==> src/rtl/led_pwm_pkg.sv <==
// Shared definitions for the LED PWM path:
// breath sequencer states and PWM sizing defaults.
package led_pwm_pkg;

  localparam int DEF_COUNTER_WIDTH = 8;
  localparam int DEF_MAX_COUNT = 200;

  typedef enum logic [2:0] {
    IDLE,
    RAMP_UP,
    HOLD_TOP,
    RAMP_DOWN,
    HOLD_BOTTOM
  } breathState_t;

endpackage

==> src/rtl/pwm_period_counter.sv <==
// Counts PWM period pulses during a hold and
// flags the pulse that completes the hold.
module pwm_period_counter #(
  parameter int HOLD_PERIODS = 2
) (
  input  logic clk,
  input  logic rstN,
  input  logic clear,
  input  logic count,
  output logic termCount
);

  localparam int CW = (HOLD_PERIODS > 1) ? $clog2(HOLD_PERIODS) : 1;
  localparam logic [CW-1:0] LAST = CW'(HOLD_PERIODS - 1);

  logic [CW-1:0] cnt;

  assign termCount = count && (cnt == LAST);

  always_ff @(posedge clk) begin
    if (!rstN || clear || termCount) begin
      cnt <= '0;
    end else if (count) begin
      cnt <= cnt + CW'(1);
    end
  end

endmodule

==> src/rtl/led_breath_sequencer.sv <==
// Triangular breathing duty ramp with holds at both
// extremes; duty only moves on PWM period boundaries.
module led_breath_sequencer
  import led_pwm_pkg::*;
#(
  parameter int COUNTER_WIDTH = DEF_COUNTER_WIDTH,
  parameter int MAX_COUNT = DEF_MAX_COUNT,
  parameter int STEP = 1,
  parameter int HOLD_PERIODS = 2
) (
  input  logic                     clk_in,
  input  logic                     rst_n_in,
  input  logic                     enable_in,
  input  logic                     period_end_in,
  output logic [COUNTER_WIDTH-1:0] duty_out,
  output logic                     duty_valid_out,
  output logic                     dir_out
);

  localparam int W = COUNTER_WIDTH;
  localparam logic [W:0] STEP_X = (W+1)'(STEP);
  localparam logic [W:0] MAX_X = (W+1)'(MAX_COUNT);
  localparam logic [W-1:0] STEP_N = W'(STEP);
  localparam logic [W-1:0] MAX_N = W'(MAX_COUNT);

  breathState_t state, stateNext;
  logic [W-1:0] dutyNext;
  logic         validNext;
  logic         dirNext;
  logic [W:0]   sum;
  logic         inHold;
  logic         holdDone;

  assign inHold = (state == HOLD_TOP) || (state == HOLD_BOTTOM);

  pwm_period_counter #(
    .HOLD_PERIODS(HOLD_PERIODS)
  ) uHold (
    .clk      (clk_in),
    .rstN     (rst_n_in),
    .clear    (!enable_in),
    .count    (period_end_in && enable_in && inHold),
    .termCount(holdDone)
  );

  always_comb begin
    stateNext = state;
    dutyNext  = duty_out;
    validNext = 1'b0;
    sum       = {1'b0, duty_out} + STEP_X;
    if (!enable_in) begin
      stateNext = IDLE;
      dutyNext  = '0;
      validNext = (duty_out != '0);
    end else begin
      unique case (state)
        IDLE: stateNext = RAMP_UP;
        RAMP_UP: begin
          if (period_end_in) begin
            validNext = 1'b1;
            if (sum >= MAX_X) begin
              dutyNext  = MAX_N;
              stateNext = HOLD_TOP;
              validNext = (duty_out != MAX_N);
            end else begin
              dutyNext = sum[W-1:0];
            end
          end
        end
        HOLD_TOP: if (holdDone) stateNext = RAMP_DOWN;
        RAMP_DOWN: begin
          if (period_end_in) begin
            validNext = 1'b1;
            if ({1'b0, duty_out} <= STEP_X) begin
              dutyNext  = '0;
              stateNext = HOLD_BOTTOM;
              validNext = (duty_out != '0);
            end else begin
              dutyNext = duty_out - STEP_N;
            end
          end
        end
        HOLD_BOTTOM: if (holdDone) stateNext = RAMP_UP;
        default: stateNext = IDLE;
      endcase
    end
    dirNext = (stateNext == RAMP_UP) || (stateNext == HOLD_TOP);
  end

  always_ff @(posedge clk_in) begin
    if (!rst_n_in) begin
      state          <= IDLE;
      duty_out       <= '0;
      duty_valid_out <= 1'b0;
      dir_out        <= 1'b0;
    end else begin
      state          <= stateNext;
      duty_out       <= dutyNext;
      duty_valid_out <= validNext;
      dir_out        <= dirNext;
    end
  end

endmodule

==> config.mk <==
export PLATFORM = sky130hd
export DESIGN_NAME = led_breath_sequencer
export DESIGN_NICKNAME = d
export VERILOG_FILES = /design/src/rtl/led_pwm_pkg.sv /design/src/rtl/pwm_period_counter.sv /design/src/rtl/led_breath_sequencer.sv
export SDC_FILE = /design/constraint.sdc
export NUM_CORES = 1
export LEC_CHECK = 0
export CORE_ASPECT_RATIO = 0.9
export CORE_UTILIZATION = 55
export DETAILED_ROUTE_END_ITERATION = 6
export MAX_ROUTING_LAYER = met4
export PLACE_DENSITY = 0.79
export SYNTH_ARGS = -nofsm -noshare
export SYNTH_HDL_FRONTEND = slang
export SYNTH_SLANG_ARGS = --single-unit
==> constraint.sdc <==
create_clock -name clk_in -period 2.59 [get_ports clk_in]
set_input_delay 0.3885 -clock clk_in [delete_from_list [all_inputs] [get_ports clk_in]]
set_output_delay 0.3885 -clock clk_in [all_outputs]
set_load 0.005 [all_outputs]
==> run_1/flops_by_reg.png <==
Other sequential cells in the stronger gray, the rest of the logic in the fainter gray.
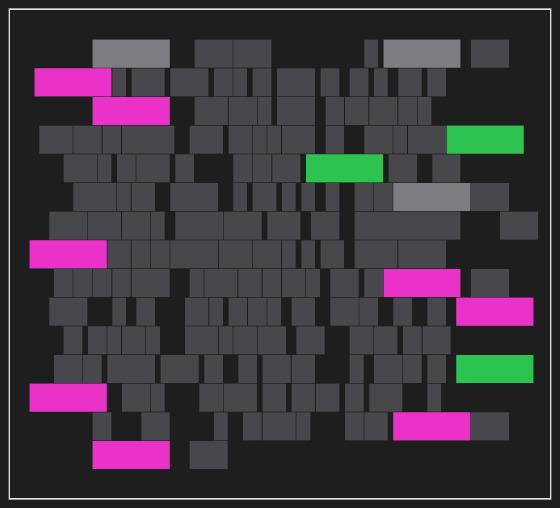
[duty_out] magenta | placed flops: 8 | where: widely spread
[state] green | placed flops: 3
not colored: 3
fin util: 67.5%
sequential cell area: 280 µm²
sequential power: 0.225 mW
fraction of area in registers: 20.9%

==> run_1/placement_by_type.png <==
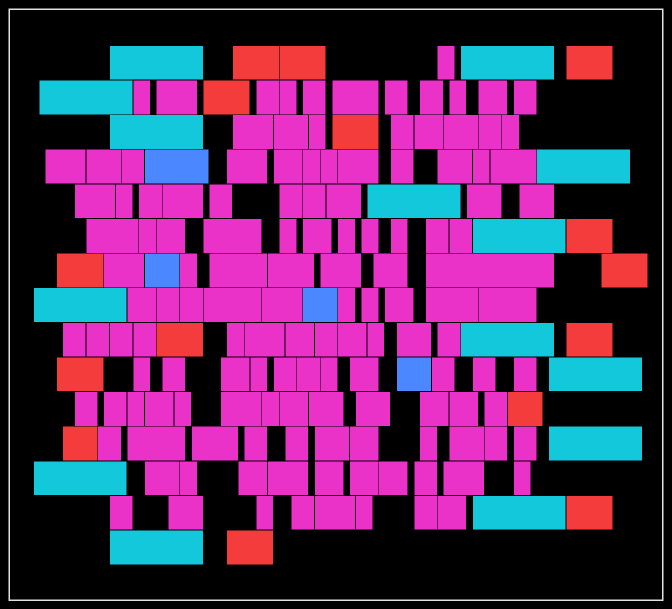
[combinational and other logic] magenta | cells: 135
[flops] cyan | cells: 14
[clock drivers and dummy loads] blue | cells: 4
[other buffers and delay cells] red | cells: 15

==> run_1/clocks.png <==
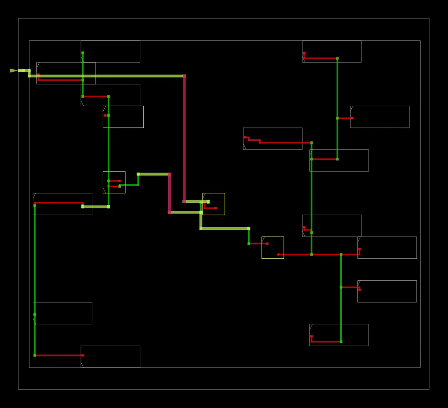
number of clock buffers in the layout: 4
clk sinks: 14

==> metrics.yaml, run 1 <==
placed_design:
  place_ws_ps: 381
  gp_congestion: 0.913
layout:
  area_delta_synth_final_pct: 11.9
  bufAreaShareNonClock_pct: 10.8
  largest_cell_class: "logic gates"
  logic_gate_count: 133
  final_cell_mix: "nor2_1, dfxtp_1, nand2_1, clkdlybuf4s50_1, a21oi_1"
  instances_no_fill: 193
  antennaDiodeCount: 0
  signal_buffers: 15
  comb_share_pct: 62.7
  combGateArea_um2: 842
  final_layout_size_suffix_gt1_share_pct: 5.95
  flops: 14
power_and_ir_drop:
  vdd_drop_max_mv: 0.204
clock_tree:
  cts_setup_buffers: 0
  cts_resized: 0
  clk_latency_ps: 290
  path_clk_slew_ps: 90
  numCtsBuffers: 3
  clk_path_buf_depth: 2
  tritoncts: "yes"
global_routing:
  gr-usage-met2_pct: 47.6
  grt_pass1_vias: 1114
  grt_remaining_overflow: 0
  grt_util_all_layers_pct: 31.0
die:
  die-height_um: 46.3
  die_area_um2: 2370
  core_um2: 1990
  fp.dieW_um: 51.2
yosys:
  top_cell_area_share_pct: 23.4
  ys_cells: 165
  simple_gate_share_pct: 32.0
  ys_sh_aoi_pct: 29.2
  synthTopLogicFamily: "simple AND/OR/NAND/NOR gates"
  postSynthCellCount: 165
  yosys_area_um2: 1200
  top_area_cell: "dfxtp_1"
  async_flop_share_pct: 0
  yosysWarnings: 0
  synth.distinct_cells: 51
  edf_count: 0
  top_cells_by_area: "dfxtp_1, a21oi_1, nor2_1"
  synthAdderAreaFrac_pct: 5.01
  synthXorXnorAreaFrac_pct: 2.19
worst_setup_path:
  crit_start: "duty_out[2]$_SDFFE_PN0P_"
  cp.arrival_ps: 2450
  criticalPathCategory: "reg -> reg"
  worst_r2r_path_depth: 5
  cp-endpoint: "duty_out[5]$_SDFFE_PN0P_"
  rrSetupSlack_ps: 320
  crit_path_end_kind: "flip-flop"
worst_hold_path:
  hold_path_class: "reg -> reg"
  hold_depth: 2
drt:
  dr.pass1.iters: 5
  post_drt_wl_per_cell_um: 16.7
  drc: 0
final_timing:
  slew_headroom_pct: 57.0
  grt_setup_unrepaired: "false"
  hold-worst-slack_ps: 534
  finalCritPeriodShare_pct: 87.7
flow_run:
  warnings: 29
outcome:
  status: "finished, final reports clean"
## run 1: power by group
part / total (mW) / internal [mW] / switching (mW)
Clock: 0.163 / 0.0857 / 0.0778
Combinational: 0.0469 / 0.0207 / 0.0261
Sequential: 0.225 / 0.219 / 0.00610
## run 1: critical path, stage by stage (launching register included)
cell and delay (ps):
dfxtp_1 510, or4_4 650, o41ai_4 550, o21ai_1 150, a22oi_1 220, a21oi_1 80
## run 1: stage by stage
step	cell area (µm²)	total power, mW
detailed placement	1310	0.275
floorplan	1200	0.257
global route	1340	0.452
CTS	1340	0.435
global placement	1310	0.274
finish	1340	0.435
## run 1: routing by layer
layer,routed length (µm),vias to the layer above
met1,1360,588
met3,358,8
met5,0,-
met4,37,0
li1,-,632
met2,1480,86
## run 1: state kept, by name, summed over array words and instances, names as in the netlist
register / flops
duty_valid_out: 1
uHold.cnt: 1
dir_out: 1
state: 3
duty_out: 8
## run 1: cells in the mapped netlist (2+ instances only)
| cell type | instances |
|---|---|
| or3_1 | 2 |
| xnor2_1 | 2 |
| inv_1 | 2 |
| a31oi_1 | 5 |
| dfxtp_1 | 14 |
| a41oi_1 | 2 |
| o21bai_1 | 2 |
| nand2_1 | 13 |
| buf_2 | 2 |
| o21ai_0 | 6 |
| a21oi_1 | 12 |
| nand3_1 | 11 |
| ha_1 | 4 |
| nor2_1 | 16 |
| nand4_1 | 2 |
| or4_1 | 3 |
| nor3_1 | 8 |
| nand2b_1 | 2 |
| clkbuf_1 | 12 |
| o22ai_1 | 4 |
| nand3b_1 | 2 |
| nor4_1 | 3 |
| and2_1 | 2 |
| and3b_1 | 2 |
| o21ai_1 | 4 |
| o31ai_1 | 3 |
--- run 2 (diff from run 1) ---
--- a/config.mk
+++ b/config.mk
@@ -7,9 +7,11 @@
 export LEC_CHECK = 0
 export CORE_ASPECT_RATIO = 0.9
 export CORE_UTILIZATION = 55
+export CTS_CLUSTER_SIZE = 10
 export DETAILED_ROUTE_END_ITERATION = 6
 export MAX_ROUTING_LAYER = met4
 export PLACE_DENSITY = 0.79
+export SLEW_MARGIN = 20
 export SYNTH_ARGS = -nofsm -noshare
 export SYNTH_HDL_FRONTEND = slang
 export SYNTH_SLANG_ARGS = --single-unit
==> run_2/clocks.png <==
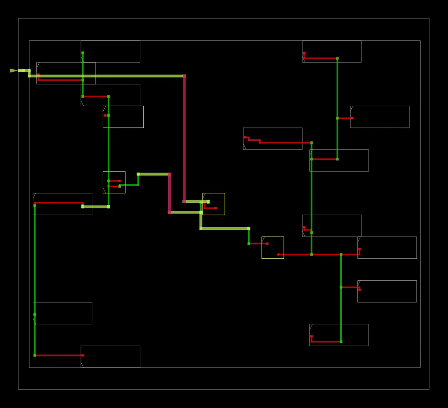
Layout Skew: 6.37 ps
Flops: 14
Late-Pin Clk Latency: 290 ps
Clock net power: 0.163 mW
Num CTS Buffers: 3

==> run_2/logic_types.png <==
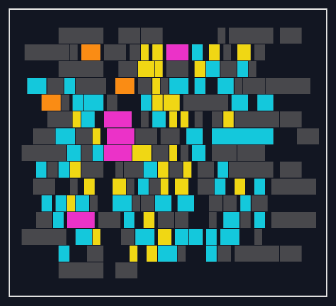
[NAND gates] yellow | cells: 31 | most used: nand2_1
[adder and majority cells] magenta | cells: 5 | most used: ha_1
[inverting AOI/OAI gates] cyan | cells: 48 | most used: a21oi_1
[XOR/XNOR gates] orange | cells: 3 | most used: xnor2_1
Layout Cells excl Fill: 193
most numerous logic cell after layout: nor2_1
logic share of the area: 62.7%

==> run 2 against run 1 <==
Against the previous run:
- register-to-register slack about the same
- power unchanged
- die area unchanged
- fmax unchanged
- sequential cell count unchanged
- clock power about the same
- hold slack unchanged
- sequential share of layout area unchanged
- first-iteration DRC count unchanged
- critical path depth unchanged
- combinational power about the same
- critical path type unchanged
- largest power group unchanged
==> metrics.yaml, run 2 <==
outcome:
  status: "finished, final reports clean"
placed_design:
  dp_hpwl_mm: 2.25
  gp_congestion: 0.913  # unchanged
  place_ws_ps: 381  # unchanged
  dp.cells: 189
  portBuffers: 13
yosys:
  seq_area_frac_synth_pct: 23.4
  ys_sh_aoi_pct: 29.2  # unchanged
  ys_cells: 165  # unchanged
  top_cell_area_share_pct: 23.4  # unchanged
  synth_dominant_cell_count: "nor2_1"
  yosys_area_um2: 1200  # unchanged
  top_area_cell: "dfxtp_1"
  edf_count: 0  # unchanged
  synthesis.area_um2: 1200
  synthXorXnorAreaFrac_pct: 2.19  # unchanged
  synth.distinct_cells: 51  # unchanged
  ys_ff: 14
  synthTopLogicFamily: "simple AND/OR/NAND/NOR gates"
  synthAdderAreaFrac_pct: 5.01  # unchanged
  top_cells_by_area: "dfxtp_1, a21oi_1, nor2_1"
  simple_gate_share_pct: 32.0  # unchanged
  async_flop_share_pct: 0  # unchanged
  yosysWarnings: 0  # unchanged
  syn_area_per_cell_um2: 7.27
  common_cells: "nor2_1, dfxtp_1, nand2_1"
  mux_area_share_pct: 1.77
  fp_nets: 173
  flop_cell: "dfxtp_1"
  postSynthCellCount: 165  # unchanged
clock_tree:
  cts_hold_buf: 0
  path_clk_slew_ps: 90  # about the same
  h-tree-depth: 1
  cts_setup_buffers: 0  # unchanged
  cts_resized: 0  # unchanged
  cts-root-buf: "clkbuf_4"
  tritoncts: "yes"
  clk_path_buf_depth: 2  # unchanged
  cts.sinks: 14  # unchanged
layout:
  final_layout_size_suffix_gt1_share_pct: 5.95  # unchanged
  largest_reg_flops: 8  # unchanged
  area_delta_synth_final_pct: 11.9  # unchanged
  top_register: "duty_out"
  final_cell_mix: "nor2_1, dfxtp_1, nand2_1, clkdlybuf4s50_1, a21oi_1"
  antennaDiodeCount: 0  # unchanged
  largestRegisters: "duty_out: 8 flops, state: 3 flops"
  num-nets-final: 177
worst_setup_path:
  path_max_fanout: 16
  crit_path_end_kind: "flip-flop"
  cp.required_ps: 2770
  start_kind: "flip-flop"
  criticalPathCategory: "reg -> reg"
  cp.arrival_ps: 2450  # about the same
drt:
  wl_mm: 3.23
  dr.pass1.iters: 5  # unchanged
  drtIter0Drc: 74
  route.met2.wl_mm: 1.48  # unchanged
  post_drt_wl_per_cell_um: 16.7  # unchanged
  drc: 0  # unchanged
  vias_per_cell: 6.81
  dr_total_vias: 1314
  wl_met1_mm: 1.36  # unchanged
  wl_met3_um: 358  # unchanged
  top_layer_used: "met4"
  ant_nets: 0
worst_hold_path:
  hold_path_class: "reg -> reg"
final_timing:
  finalCritPeriodShare_pct: 87.7  # unchanged
  grt_setup_unrepaired: "false"
  setup_slack_ps: 319
  finalSetupViolations: 0
  hold_violations: 0
  slew_viol_final: 0
  period_minus_slack_ps: 2270
  slew_headroom_pct: 57.0  # unchanged
  worst_slew_pin_slew_ps: 643
  fin_tns_setup_ps: 0
  max_freq_mhz: 440
global_routing:
  grt_max_degree: 17
  grt_util_all_layers_pct: 31.0  # unchanged
  met3_usage_pct: 8.25
  grt_pass1_vias: 1114  # unchanged
  grt_antenna_before_repair: 0
  use_met1_pct: 40.7
  grt_remaining_overflow: 0  # unchanged
  grt.busiest_layer: "met2"
  grt_pass1_wl_mm: 5.29
  gr-usage-met2_pct: 47.6  # unchanged
power_and_ir_drop:
  p_per_area_nw_per_um2: 324
  p_leak_nw: 0.469
  vdd_drop_max_mv: 0.204  # unchanged
die:
  die_area_um2: 2370  # unchanged
  fp_util_pct: 60.3
  fp.dieW_um: 51.2  # unchanged
  rows: 15
  ios: 14
  core_um2: 1990  # unchanged
  die-height_um: 46.3  # unchanged
flow_run:
  warnings: 29  # unchanged
  max_cap_viol_count: 0
run 2: cell counts in the layout (fill, tap and decap cells not counted):
Identical to the previous run, type by type.
run 2: final cells by class:
class                      instances  area [µm²]
timing repair buffer              15         145
sequential                        14         280
clock buffer                       4        36.3
fill                             190         647
inverter                           2        7.51
multi-input combinational        133         842
tap                               25        31.3
run 2: worst paths after layout:
check,startpoint,end,slack [ps],depth (start not counted)
worst max-delay path,duty_out[2]$_SDFFE_PN0P_,duty_out[5]$_SDFFE_PN0P_,320,5
worst min-delay path,uHold.cnt$_SDFFE_PP0P_,uHold.cnt$_SDFFE_PP0P_,530,2
worst max register to register,duty_out[2]$_SDFFE_PN0P_,duty_out[5]$_SDFFE_PN0P_,320,5
worst min register to register,uHold.cnt$_SDFFE_PP0P_,uHold.cnt$_SDFFE_PP0P_,530,2
run 2: kinds of logic after synthesis:
group                      count (synthesis)
AOI/OAI and AO/OA                         51
xor gates and xnor gates                   3
adders and majority gates                  5
buffers and inverters                     18
DFF                                       14
muxes                                      2
and+or+nand+nor                           72
run 2: stage by stage:
stage,util [%],hold slack [ps],total power [mW],instance area (µm²)
after CTS,67.5,542,0.435,1340
after detailed placement,65.7,514,0.275,1310
after global placement,65.7,520,0.274,1310
after floorplan,-,484,0.257,1200
after global routing,67.5,580,0.452,1340
final,67.5,534,0.435,1340
run 2: where the power goes:
group,internal (mW),switching [mW]
logic,0.0207,0.0261
registers,0.219,0.00610
clock network,0.0857,0.0778
total,0.325,0.110
run 2: critical path: stages, from the launching register on:
cell and delay, ps:
dfxtp_1 510, or4_4 650, o41ai_4 550, o21ai_1 150, a22oi_1 220, a21oi_1 80
Power figures rest on the tool's default switching activity, not on a simulated workload.
